==> run_1/io_fan.png <==
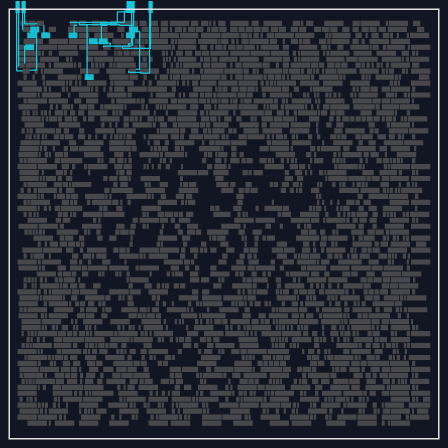
==> run_1/placement_by_type.png <==
Fill, decap, tap and diode cells in grey.
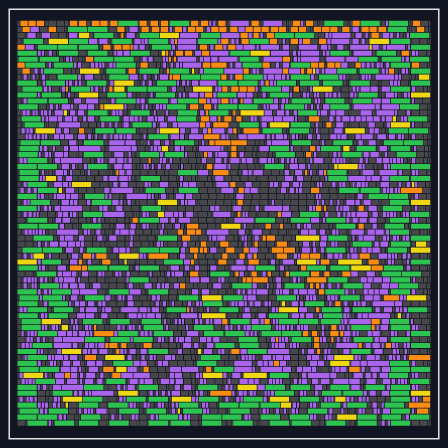
==> run_1/placement.png <==
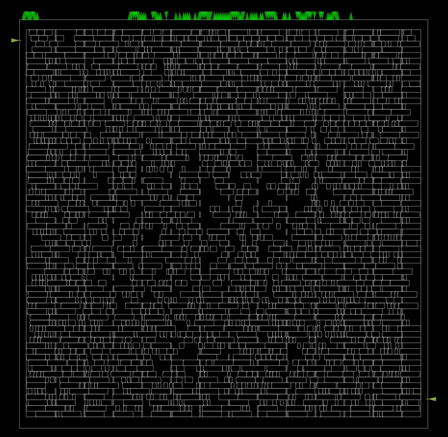
[src/rtl/col_parity_theta_engine.sv]
// col_parity_theta_engine
// Applies the Keccak theta step to a 64-slice x 25-bit state held by an
// external column-parity file reader. It runs two sweeps over the slices:
// first it gathers the 5 column parities of every slice, then it streams out
// theta-mixed slices.
//
// Ports
//   clk           : rising-edge clock
//   rst           : asynchronous active-low reset
//   start         : run request, only honoured in IDLE
//   file_index_in : file number, captured when start is accepted
//   read_file     : one-cycle load pulse to the reader (LOAD state)
//   file_index    : captured file number, held until the next accepted start
//   line_index    : slice address to the reader
//   data_in       : reader slice mem[line_index], combinational
//   data_out      : theta-mixed slice (registered)
//   out_index     : slice number z of data_out
//   out_valid     : data_out / out_index valid
//   busy          : high whenever the engine is not IDLE
//   done          : one-cycle pulse together with the last output slice
module col_parity_theta_engine (
  input  logic        clk,
  input  logic        rst,
  input  logic        start,
  input  logic [9:0]  file_index_in,
  output logic        read_file,
  output logic [9:0]  file_index,
  output logic [5:0]  line_index,
  input  logic [24:0] data_in,
  output logic [24:0] data_out,
  output logic [5:0]  out_index,
  output logic        out_valid,
  output logic        busy,
  output logic        done
);

  typedef enum logic [2:0] {
    ST_IDLE  = 3'd0,
    ST_LOAD  = 3'd1,
    ST_PASS1 = 3'd2,
    ST_PASS2 = 3'd3,
    ST_DONE  = 3'd4
  } state_t;

  // Column parity of one slice: bit x is the XOR of lane (x, y) over all y.
  function automatic logic [4:0] col_parity(input logic [24:0] slice);
    logic [4:0] par;
    par = 5'd0;
    for (int y = 0; y < 5; y++) begin
      par = par ^ slice[5*y +: 5];
    end
    return par;
  endfunction

  // Theta mixing of one slice given the parities of slice z and slice z-1.
  function automatic logic [24:0] theta_mix(input logic [24:0] slice,
                                            input logic [4:0]  par_cur,
                                            input logic [4:0]  par_prev);
    logic [24:0] res;
    res = slice;
    for (int y = 0; y < 5; y++) begin
      for (int x = 0; x < 5; x++) begin
        res[5*y+x] = slice[5*y+x] ^ par_cur[(x+4)%5] ^ par_prev[(x+1)%5];
      end
    end
    return res;
  endfunction

  state_t      state_r;
  state_t      state_nxt_s;
  logic [4:0]  par_r [64];
  logic [5:0]  line_r;
  logic [5:0]  line_nxt_s;
  logic [5:0]  line_prev_s;
  logic [9:0]  fidx_r;
  logic [9:0]  fidx_nxt_s;
  logic        read_file_r;
  logic        read_file_nxt_s;
  logic        busy_r;
  logic        busy_nxt_s;
  logic        out_valid_r;
  logic        out_valid_nxt_s;
  logic        done_r;
  logic        done_nxt_s;
  logic [24:0] data_out_r;
  logic [24:0] data_out_nxt_s;
  logic [5:0]  out_index_r;
  logic [5:0]  out_index_nxt_s;
  logic        last_slice_s;

  // Slice 0 mixes with slice 63: the 6-bit subtraction wraps on its own.
  assign line_prev_s  = line_r - 6'd1;
  assign last_slice_s = (line_r == 6'd63);

  // State register.
  always_ff @(posedge clk or negedge rst) begin
    if (!rst) begin
      state_r <= ST_IDLE;
    end else begin
      state_r <= state_nxt_s;
    end
  end

  // Next-state logic.
  always_comb begin
    state_nxt_s = state_r;
    case (state_r)
      ST_IDLE: begin
        if (start) state_nxt_s = ST_LOAD;
        else       state_nxt_s = ST_IDLE;
      end
      ST_LOAD:  state_nxt_s = ST_PASS1;
      ST_PASS1: begin
        if (last_slice_s) state_nxt_s = ST_PASS2;
        else              state_nxt_s = ST_PASS1;
      end
      ST_PASS2: begin
        if (last_slice_s) state_nxt_s = ST_DONE;
        else              state_nxt_s = ST_PASS2;
      end
      ST_DONE:  state_nxt_s = ST_IDLE;
      default:  state_nxt_s = ST_IDLE;
    endcase
  end

  // Output logic: next values of every registered output, so that each
  // output changes on the same edge that enters the state it belongs to.
  always_comb begin
    read_file_nxt_s = (state_nxt_s == ST_LOAD);
    busy_nxt_s      = (state_nxt_s != ST_IDLE);
    out_valid_nxt_s = (state_r == ST_PASS2);
    done_nxt_s      = (state_r == ST_PASS2) && last_slice_s;
    if ((state_r == ST_IDLE) && start) begin
      fidx_nxt_s = file_index_in;
    end else begin
      fidx_nxt_s = fidx_r;
    end
    if ((state_r == ST_PASS1) || (state_r == ST_PASS2)) begin
      line_nxt_s = line_r + 6'd1;
    end else begin
      line_nxt_s = 6'd0;
    end
    if (state_r == ST_PASS2) begin
      data_out_nxt_s  = theta_mix(data_in, par_r[line_r], par_r[line_prev_s]);
      out_index_nxt_s = line_r;
    end else begin
      data_out_nxt_s  = data_out_r;
      out_index_nxt_s = out_index_r;
    end
  end

  // Registered outputs and slice address.
  always_ff @(posedge clk or negedge rst) begin
    if (!rst) begin
      read_file_r <= 1'b0;
      busy_r      <= 1'b0;
      out_valid_r <= 1'b0;
      done_r      <= 1'b0;
      fidx_r      <= 10'd0;
      line_r      <= 6'd0;
      data_out_r  <= 25'd0;
      out_index_r <= 6'd0;
    end else begin
      read_file_r <= read_file_nxt_s;
      busy_r      <= busy_nxt_s;
      out_valid_r <= out_valid_nxt_s;
      done_r      <= done_nxt_s;
      fidx_r      <= fidx_nxt_s;
      line_r      <= line_nxt_s;
      data_out_r  <= data_out_nxt_s;
      out_index_r <= out_index_nxt_s;
    end
  end

  // Column parity store, written one slice per cycle during the first sweep.
  always_ff @(posedge clk or negedge rst) begin
    if (!rst) begin
      for (int i = 0; i < 64; i++) begin
        par_r[i] <= 5'd0;
      end
    end else begin
      if (state_r == ST_PASS1) begin
        par_r[line_r] <= col_parity(data_in);
      end else begin
        par_r[line_r] <= par_r[line_r];
      end
    end
  end

  assign read_file  = read_file_r;
  assign file_index = fidx_r;
  assign line_index = line_r;
  assign data_out   = data_out_r;
  assign out_index  = out_index_r;
  assign out_valid  = out_valid_r;
  assign busy       = busy_r;
  assign done       = done_r;

endmodule

[config.mk]
export PLATFORM = sky130hd
export DESIGN_NAME = col_parity_theta_engine
export DESIGN_NICKNAME = d
export VERILOG_FILES = /design/src/rtl/col_parity_theta_engine.sv
export SDC_FILE = /design/constraint.sdc
export NUM_CORES = 1
export LEC_CHECK = 0
export ABC_AREA = 0
export CAP_MARGIN = 20
export CORE_MARGIN = 3
export CORE_UTILIZATION = 55
export CTS_CLUSTER_DIAMETER = 100
export DETAILED_ROUTE_END_ITERATION = 16
export GPL_TIMING_DRIVEN = 0
export PLACE_DENSITY = 0.81
export SLEW_MARGIN = 30
export SYNTH_ARGS = -nofsm -noshare
export SYNTH_HDL_FRONTEND = slang
export SYNTH_SLANG_ARGS = --single-unit
export TNS_END_PERCENT = 5
[constraint.sdc]
create_clock -name clk -period 3.8 [get_ports clk]
set_clock_uncertainty 0.2 [all_clocks]
set_input_delay 0.38 -clock clk [delete_from_list [all_inputs] [get_ports clk]]
set_output_delay 0.38 -clock clk [all_outputs]
set_load 0.01 [all_outputs]
==> results_slide.txt, run 1 <==
Synthesis and Place & Route Summary

Setup path
  • CP dominant cell by count: o21ai_0
  • Setup CP Type: reg2reg
  • WP data required: 4.05 ns
  • Critical Path Fanout Max: 10
  • Slowest stage delay, CP: 0.51 ns
  • Delay-heaviest family, CP: buffers and inverters
  • Startpoint types: flop
  • Crit-path cells: and2_1, buf_1, a221oi_1, nor2_1, o21ai_0, nand4_1, and4b_1, buf_2, mux2_4, clkbuf_4, o21ai_0
  • CP arrival: 4.14 ns
  • CP endpoint kind: flop
  • CP max stage cell: buf_1

Global route
  • GRT Max-Usage Layer: met2
  • GR Layer Usage met2: 65.1%
  • Grt ovf: 0
  • Largest net degree at the start of global routing: 92
  • Total Routing Usage GR: 45.7%
  • Initial antenna violation count: 6
  • First-pass GRT wire length: 126000 um
  • Vias in the first global route: 18272
  • Met1 usage: 58.2%

Outcome
  • Outcome: finished, violations left
  • Failing checks: setup timing

Logic synthesis
  • Synth flops: 373
  • Synth Cell Area: 19700 um^2
  • Synth warnings: 0
  • Most frequent cell after synthesis: nand2_1
  • Syn Inst Count: 1995
  • Chip Area, Yosys: 19700 um^2
  • Sequential fraction of the synthesis area: 47.4%
  • Post-synth ARST share: 100%
  • Syn_area_per_cell: 9.87 um^2
  • Number of enable flip-flop cells: 0
  • Cell Type Count: 66
  • Most common reg cell: dfrtp_1
  • Synth area leader: dfrtp_1
  • Post-synth top cells: nand2_1 (438), dfrtp_1 (373), o21ai_0 (351), mux2_2 (106), mux2i_1 (74)
  • Max-area cell share: 47.4%
  • Number of cells in Yosys stat: 1995
  • Biggest area cells: dfrtp_1 (47%), o21ai_0 (8.9%), nand2_1 (8.4%)
  • Post-Syn Nets: 2035

Run
  • OpenROAD warnings: 29
  • Max cap viols: 0

Die
  • Chip height: 195 um
  • FP Core Util: 56.4%
  • Die Wd: 195 um
  • DIE AREA: 38100 um^2

Route
  • Post-route ant nets: 0
  • DR WL/cell: 33.4 um
  • Final wirelength: 88400 um
  • DRT iter0 DRCs: 2696
  • Vias post-DR: 18694
  • 1st-pass router iterations: 6
  • # DRC: 0
  • Via density: 7.07

Timing
  • FMAX: 257 MHz
  • Finish-stage setup viols: 200
  • Final min period: 3.89 ns
  • Setup TNS: -6.65 ns
  • Final worst slack: -0.0905 ns
  • Count of final hold-check violations: 0
  • Period utilization: 102%
  • Final Max-Slew Violation Tally: 0
  • RSZ-0062 raised after global routing: yes
  • Slew headroom: 18.3%
  • Slew @ Worst Pin: 1.23 ns

Clock tree
  • Clock root buffer master: clkbuf_16
  • Total CTS buffers: 42
  • Worst-path clk slew: 0.06 ns
  • TritonCTS clock tree: done
  • Clock Latency Late Sink: 0.59 ns
  • Worst-case clock buffer depth: 3
  • Sink Count: 373

Layout
  • Layout Area Growth over Synthesis: 23.3%
  • Layout cells sized above 1: 19.9%
  • Reg area: 9340 um^2
  • Multi-input combinational cell area: 10500 um^2
  • Final nets: 2193

Min path
  • Min-Delay Path Class: in2async

Place
  • Gpl congestion: 1.08
About io_fan.png:
`file_index_in`: marked cyan, bits 10, direction input, end cells 10, buffers 10, wire 378 um.
num ports: 89
# port buffers: 88

About placement_by_type.png:
combinational and other logic: marked purple, cells 1483. remaining buffers and delay cells: marked orange, cells 253. sequential cells: marked green, cells 373. clock drivers and dummy loads: marked yellow, cells 76.
# rows: 68
Finished Core Util: 69.6%
core box area: 34900 um^2
final instance area: 24300 um^2

About placement.png:
flip-flop and latch count: 373
sequential fraction of total cell area: 38.5%
Tap Cells: 455
fillers: 2603

==> run 1: state kept, by name, summed over array words and instances, names as in the netlist <==
register / flops
par_r: 320
data_out: 25
file_index: 10
line_index: 6
out_index: 6
state_r: 2
busy: 1
done: 1
out_valid: 1
read_file: 1
==> run 1: cell usage in the layout (no fill, tap or decap), types with 16 or more instances in the layout <==
cell	n
a2111oi_4	21
a211oi_1	33
a21oi_1	19
a221oi_1	64
a22oi_1	35
buf_4	40
buf_6	23
clkbuf_1	26
clkbuf_16	46
clkbuf_2	17
clkbuf_4	16
clkbuf_8	19
clkdlybuf4s50_1	87
dfrtp_1	372
mux2_2	103
mux2i_1	70
nand2_1	436
nor2_1	34
nor2b_1	49
o21ai_0	335
o21ai_1	37
o22ai_1	51
xnor2_1	18
xor3_1	25
==> run 1: per-stage QoR <==
stage                     area (um^2)  hold slack, ns  worst slack [ns]  std cells
final                           24300          0.0803           -0.0905       2646
after global routing            24300           0.120           -0.0310       2640
after CTS                       24100          0.0773           -0.0485       2638
after detailed placement        21300          0.0917             -2.52       2543
after global placement          21100           0.267            -13.83       2538
after floorplan                 19700          -0.116             0.147       1995
==> run 1: cells by family after synthesis <==
group / after synthesis / synth area share [%]
fa+ha+maj: 2 / 0.127
buf+inv: 143 / 3.87
compound gates: 655 / 20.5
simple gates: 574 / 12.5
mux: 194 / 11.2
flops: 373 / 47.4
xor+xnor: 54 / 4.44
==> run 1: worst paths after layout <==
| check | startpoint | endpoint | slack (ns) | cells after the start |
|---|---|---|---|---|
| worst min register to register | out_index[0] | out_index[0] | 0.30 | 2 |
| min in group clk | file_index_in[5] | file_index[5] | 0.20 | 2 |
| worst max-delay path | line_index[1] | par_r[123] | -0.09 | 11 |
| worst min-delay path | rst | par_r[43] | 0.08 | 2 |
| worst max register to register | line_index[1] | par_r[123] | -0.09 | 11 |
| max in group asynchronous | rst | line_index[0] | 2.15 | 4 |
==> run 1: cell type report <==
| type | instances | share of cell area, % |
|---|---|---|
| plain buffers | 136 | 4.72 |
| well taps | 455 | 2.35 |
| clock buffers | 59 | 5.05 |
| clock inverters | 17 | 0.928 |
| repair buffers | 117 | 5.20 |
| diodes | 6 | 0.0619 |
| inverters | 4 | 0.103 |
| multi-input cells | 1479 | 43.1 |
| flip-flops and latches | 373 | 38.5 |
==> run 1: routing by layer <==
layer,routed length [um],part of all wire (%)
met5,34,0.038
met4,7350,8.3
met3,12400,14
met2,36600,41
met1,32000,36
==> run 1: timing repair <==
action / CTS / global route
pin swaps: 22 / 3
resized: 245 / 65
gates cloned: 0 / 0
endpoints found under the setup margin: 346 / 322
hold buffers: 1 / 0
buffers inserted: 21 / 2
endpoints found under the hold margin: 203 / 0
==> run_1/layer_met2.png <==
Cells faint in the background.
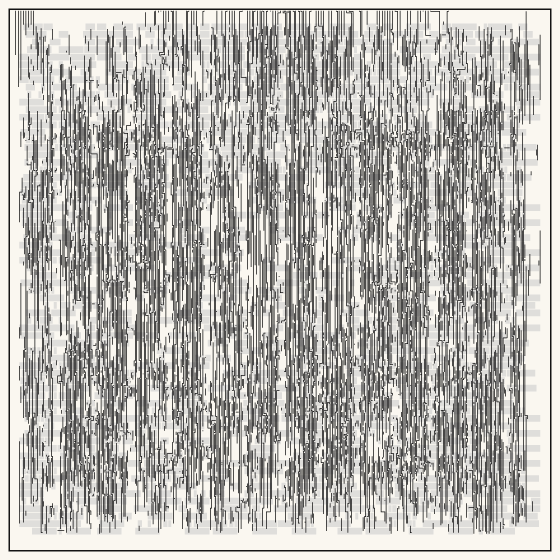

==> run 1 -> run 2 <==
--- a/config.mk
+++ b/config.mk
@@ -6,10 +6,9 @@
 export NUM_CORES = 1
 export LEC_CHECK = 0
 export ABC_AREA = 0
-export CAP_MARGIN = 20
 export CORE_MARGIN = 3
 export CORE_UTILIZATION = 55
-export CTS_CLUSTER_DIAMETER = 100
+export CTS_CLUSTER_DIAMETER = 40
 export DETAILED_ROUTE_END_ITERATION = 16
 export GPL_TIMING_DRIVEN = 0
 export PLACE_DENSITY = 0.81
==> run_2/layer_met2.png <==
Cells faint in the background.
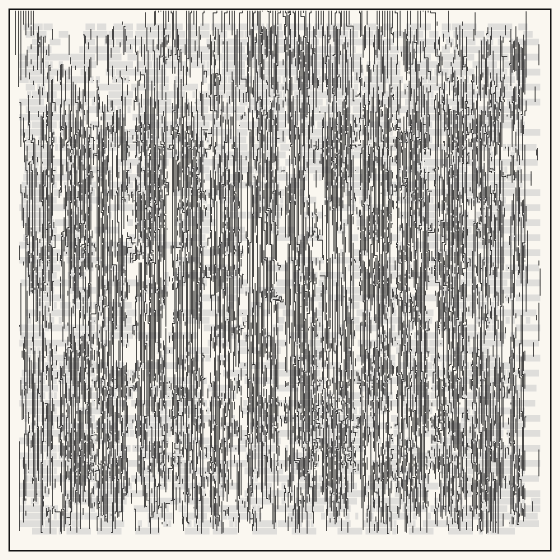
1853 nets have wire on it. The wires run mostly vertical. The layer holds 42% of the routed length. The layer carries 37.0 mm of wire.
vias post-DR: 18755
final wirelength: 89000 um
GR Layer Usage met2: 65.1%

==> run_2/placement.png <==
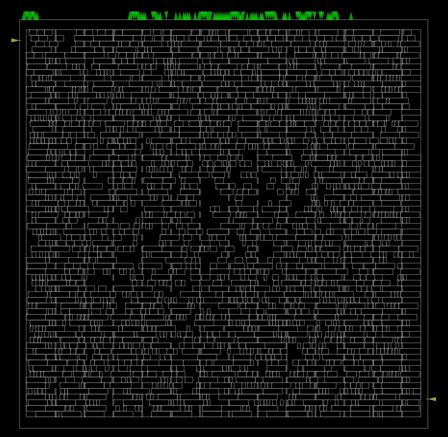
Final Non-Filler Cells: 2675
sequential fraction of total cell area: 37.6%
Finished Core Util: 71.2%
fillers: 2512

==> run 2 against run 1 <==
The flow still finishes with violations (setup timing); register-to-register slack worse by 0.11 ns; non-clock buffer count is 1 higher; sequential share of layout area down 0.90 points; wire length is 0.78% higher; worst hold slack got worse by 0.051 ns; final cell count is 1.1% higher; core utilization grew 1.7 points; area after synthesis unchanged.
==> results_slide.txt, run 2 <==
Synthesis and Place & Route Summary

Outcome
  • Outcome: finished, violations left
  • Failing checks: setup timing

Setup path
  • CP Depth: 11
  • Startpoint types: flop
  • Reg2Reg Setup Slack: -0.20 ns
  • Crit-path cells: and2_1, buf_1, a221oi_1, nor2_1, o21ai_0, nand4_1, and4b_1, buf_2, mux2_4, clkbuf_4, o21ai_0
  • CP dominant cell by count: o21ai_0
  • FF-to-FF path depth: 11
  • CP endpoint kind: flop
  • CP max stage cell: buf_1
  • CP arrival: 4.28 ns

Timing
  • Final worst slack: -0.196 ns
  • Setup TNS: -10.60 ns
  • Period utilization: 105%
  • Worst hold margin: 0.0294 ns
  • Slew @ Worst Pin: 1.17 ns
  • Finish-stage setup viols: 136
  • Count of final hold-check violations: 0
  • FMAX: 250 MHz
  • RSZ-0062 raised after global routing: yes
  • Slew headroom: 22.0%

Route
  • Via density: 7.01

Logic synthesis
  • Chip Area, Yosys: 19700 um^2
  • Post-synth top cells: nand2_1 (438), dfrtp_1 (373), o21ai_0 (351), mux2_2 (106), mux2i_1 (74)
  • Post-Syn Nets: 2035
  • Max-area cell share: 47.4%
  • Number of cells in Yosys stat: 1995
  • Synth Cell Area: 19700 um^2
  • Most common reg cell: dfrtp_1
  • Biggest area cells: dfrtp_1 (47%), o21ai_0 (8.9%), nand2_1 (8.4%)
  • Number of enable flip-flop cells: 0
  • Synth warnings: 0

Clock tree
  • TritonCTS clock tree: done
  • Worst-case clock buffer depth: 3

Layout
  • Reg area: 9340 um^2
  • Dominant logic cell type in the layout: nand2_1
  • Layout Area Growth over Synthesis: 26.2%

Run
  • Max cap viols: 0
  • OpenROAD warnings: 29

Die
  • Chip height: 195 um
  • DIE AREA: 38100 um^2
  • Die Wd: 195 um
  • Num ports: 89
  • FP Core Util: 56.4%
  • # rows: 68

Global route
  • Largest net degree at the start of global routing: 92
  • Grt ovf: 0
  • First-pass GRT wire length: 127000 um
  • Initial antenna violation count: 4

Place
  • Placed cell count: 2543

Min path
  • Min-Delay Path Class: in2async
==> run_2/io_fan.png <==
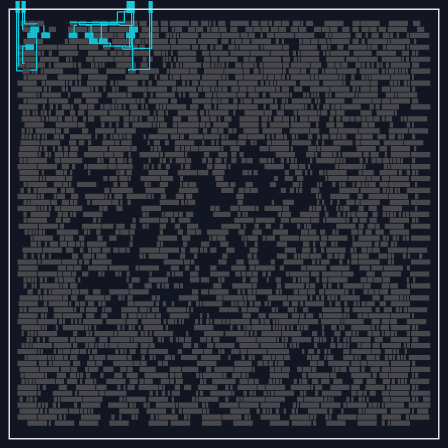
`file_index_in`: marked cyan, bits 10, direction input, end cells 10, buffers 10, wire 360 um.

-- run 2: area by class of cell --
class,count,share of cell area [%]
clock inverters,43,2.03
flip-flops and latches,373,37.6
diodes,3,0.0302
inverters,4,0.101
clock buffers,63,5.99
repair buffers,119,5.09
multi-input cells,1480,42.1
well taps,455,2.29
plain buffers,135,4.82
-- run 2: what timing repair did --
| item | 4_1_cts | 5_1_grt |
|---|---|---|
| cloned | 0 | 1 |
| gates resized | 253 | 66 |
| hold buffers | 1 | 0 |
| buffers inserted | 23 | 2 |
| setup endpoints to repair | 346 | 320 |
| pin swaps | 25 | 12 |
| hold endpoints to repair | 203 | 0 |
-- run 2: through the flow --
stage	cell area, um^2	worst slack (ns)
2_1_floorplan	19700	0.147
3_3_place_gp	21100	-13.83
3_5_place_dp	21300	-2.52
4_1_cts	24700	-0.00473
5_1_grt	24800	-0.0593
6_report	24800	-0.196
-- run 2: layer usage --
| metal | share of wire [%] | up-vias |
|---|---|---|
| met5 | 0.042 | - |
| met4 | 8.4 | 4 |
| met3 | 14 | 441 |
| met2 | 42 | 1482 |
| met1 | 36 | 9174 |
| li1 | - | 7654 |
-- run 2: cell families (layout without fill, tap and decap cells) --
| kind of cell | after synthesis | count (layout) | synth area share [%] |
|---|---|---|---|
| DFF | 373 | 373 | 47.4 |
| other | 0 | 3 | 0 |
| xor gates and xnor gates | 54 | 54 | 4.44 |
| and+or+nand+nor | 574 | 574 | 12.5 |
| muxes | 194 | 195 | 11.2 |
| adders and majority gates | 2 | 2 | 0.127 |
| buffers and inverters | 143 | 364 | 3.87 |
| AOI/OAI and AO/OA | 655 | 655 | 20.5 |
-- run 2: worst paths after layout --
path | startpoint | end
setup reg to reg | line_index[1] | par_r[188]
max in group asynchronous | rst | par_r[199]
setup / recovery | line_index[1] | par_r[188]
hold reg to reg | data_out[20] | data_out[20]
min in group clk | file_index_in[5] | file_index[5]
hold / removal | rst | par_r[234]
